Figure 1. Wiring by layer.
Scale bar: 20 µm. Only two layers are drawn.
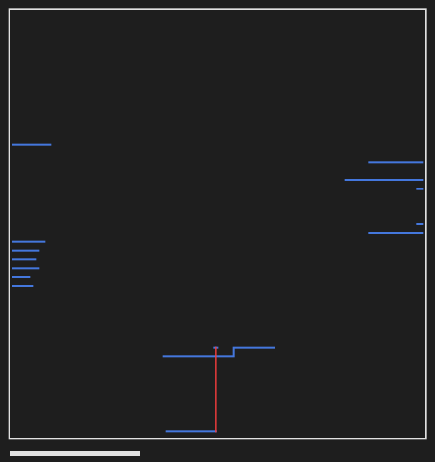
Figure 2. Placement by cell class.
Scale bar: 20 µm.
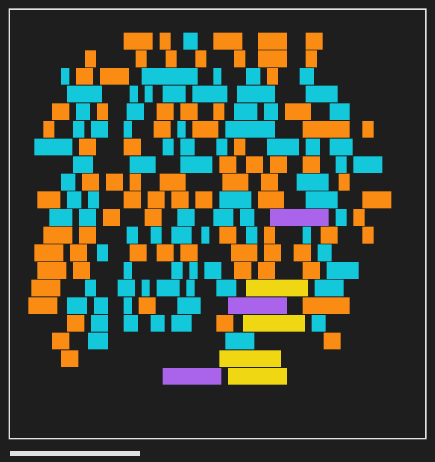
Design mc_control_flat, sky130hd; sources not shown.
==> impl_metrics.tcl <==
# yosys + openroad results
set metrics [dict create \
    power_w 0.00247 \
    drv_slew 0 \
    worstMarginPinSlew_ps 336 \
    setup_viol 25 \
    io_buffers 30 \
    grt_max_degree 15 \
    met2WireLength_mm 1.68 \
    setup_tns_ps -6890 \
    warnings 28 \
    clk_pin_slew_ps 30 \
    path_buffers 2 \
    reg2reg_depth 7 \
    finalWorstSetupSlack_ps -410 \
    synth_nets 99 \
    xor_share_pct 2.66 \
    fp.dieH_um 66 \
    fp-utilization_pct 18.5 \
    dp_hpwl_mm 2.32 \
    antenna_found_initial 0 \
    maxUsedRoutingLayer "met4" \
    p_leak_nw 0.797 \
    final_antenna_net_count 0 \
    place_ws_ps -898 \
    period_used_pct 134 \
    worstSkewPairLatency_ps 230 \
    crit_family "flip-flops" \
    ys_sh_aoi_pct 18.3 \
    yosysChipArea_um2 658 \
    dr.pass1.iters 4 \
    hold_class "in2async" \
    viasPerCell 4.62 \
    powerDensity_nw_per_um2 1620 \
    row_count 22 \
    clock_sinks 4 \
    end_kind "output port" \
    cts-root-buf "clkbuf_16" \
    final.fill_count 422 \
    hold_viol 0 \
    finalCriticalPeriod_ps 1610 \
    reg2reg_slack_ps -360 \
    nets 174 \
    crit_required_ps 1020 \
    arrival_ps 1430 \
    cts_tree "built" \
    slowest_stage "dfrtp_2" \
    path_class "reg2out" \
    placed_cell_area_um2 1350 \
    chip_area_um2 4220 \
    adder_share_pct 1.52 \
    first_global_vias 1006 \
    outcome "finished with violations" \
    syn2layout_area_growth_pct 131 \
    grt_setup_unrepaired "true" \
    numSynthFlops 4 \
    gp_congestion 0.831 \
    drive_above_1_share_pct 58.9 \
    mux_share_pct 0 \
    synth_cells 90 \
    synth_simple_gate_area_share_pct 52.3 \
    cp_slowest_stage_delay_ps 440 \
    final_cell_mix "buf_4, buf_2, dlymetal6s2s_1, nor2_1" \
    die_w_um 64 \
    met1Wirelength_mm 1.21 \
    h-tree-depth 1 \
    violations "setup timing" \
    path_depth 6 \
    yosysWarnings 0 \
    cts_buffer_depth 2 \
    ys_types 38 \
    overflow 0 \
]
Back to the opening pictures, Figure 1:
red -> M4  # wire length 12.9 µm
blue -> M3  # wire length 83.4 µm
Via Count: 975
GRT Overall Usage: 13.9%
Avg WL per Cell: 14.1 µm
total wire length: 2.98 mm

Back to the opening pictures, Figure 2:
purple -> clock-net drivers  # cells 3
yellow -> registers  # cells 4
cyan -> remaining logic cells  # cells 78
orange -> remaining buffers and delay cells  # cells 78
final core utilization: 42.9%
final instance area: 1520 µm²

[worst register-to-register path, stage by stage (launching register included)]
cell and delay, ps:
dfrtp_1 390, buf_12 160, buf_4 150, nand2b_4 120, buf_6 120, a21oi_1 60
o21a_1 180, a311o_1 270
[area by class of cell]
type                       instances  area (µm²)  area share, %
multi-input combinational         77         634           41.7
timing repair buffer              78         646           42.4
clock buffer                       3        75.1           4.93
sequential                         4         104           6.82
inverter                           1        3.75          0.247
tap                               48        60.1           3.94
[Yosys cell counts, drive strengths merged]
library cell,number,area (µm²)
nor4b,4,35.0
a221oi,1,8.76
o21ai,2,10.0
clkbuf,1,3.75
xnor2,1,8.76
o221ai,2,17.5
nor3,7,35.0
a21oi,6,30.0
maj3,1,10.0
inv,1,3.75
or2,1,6.26
nand3,3,20.0
xor2,1,8.76
nor2b,3,26.3
a311o,1,10.0
nor2,11,48.8
o41ai,1,8.76
buf,7,58.8
nor4,1,6.26
nand2b,8,55.1
nand2,4,15.0
nand4,2,12.5
dfrtp,4,100
nand4b,1,8.76
o22ai,2,12.5
nand3b,2,15.0
or4,1,7.51
nor3b,2,15.0
o21a,3,22.5
and2,5,31.3
and3,1,6.26
[routing by layer]
metal | vias up | global-route usage (%)
li1 | 479 | -
met1 | 478 | 16.0
met2 | 16 | 26.6
met3 | 2 | 1.70
met4 | 0 | 4.08
met5 | - | 0
[stage by stage]
stage / instances / util [%]
2_1_floorplan: 90 / -
3_3_place_gp: 200 / 37.9
3_5_place_dp: 200 / 37.9
4_1_cts: 203 / 40.0
5_1_grt: 211 / 42.9
6_report: 211 / 42.9
[power by group]
| group | internal [W] | switching, W |
|---|---|---|
| combinational | 0.000923 | 0.000752 |
| clock | 0.000426 | 0.0000926 |
| sequential | 0.000185 | 0.0000898 |
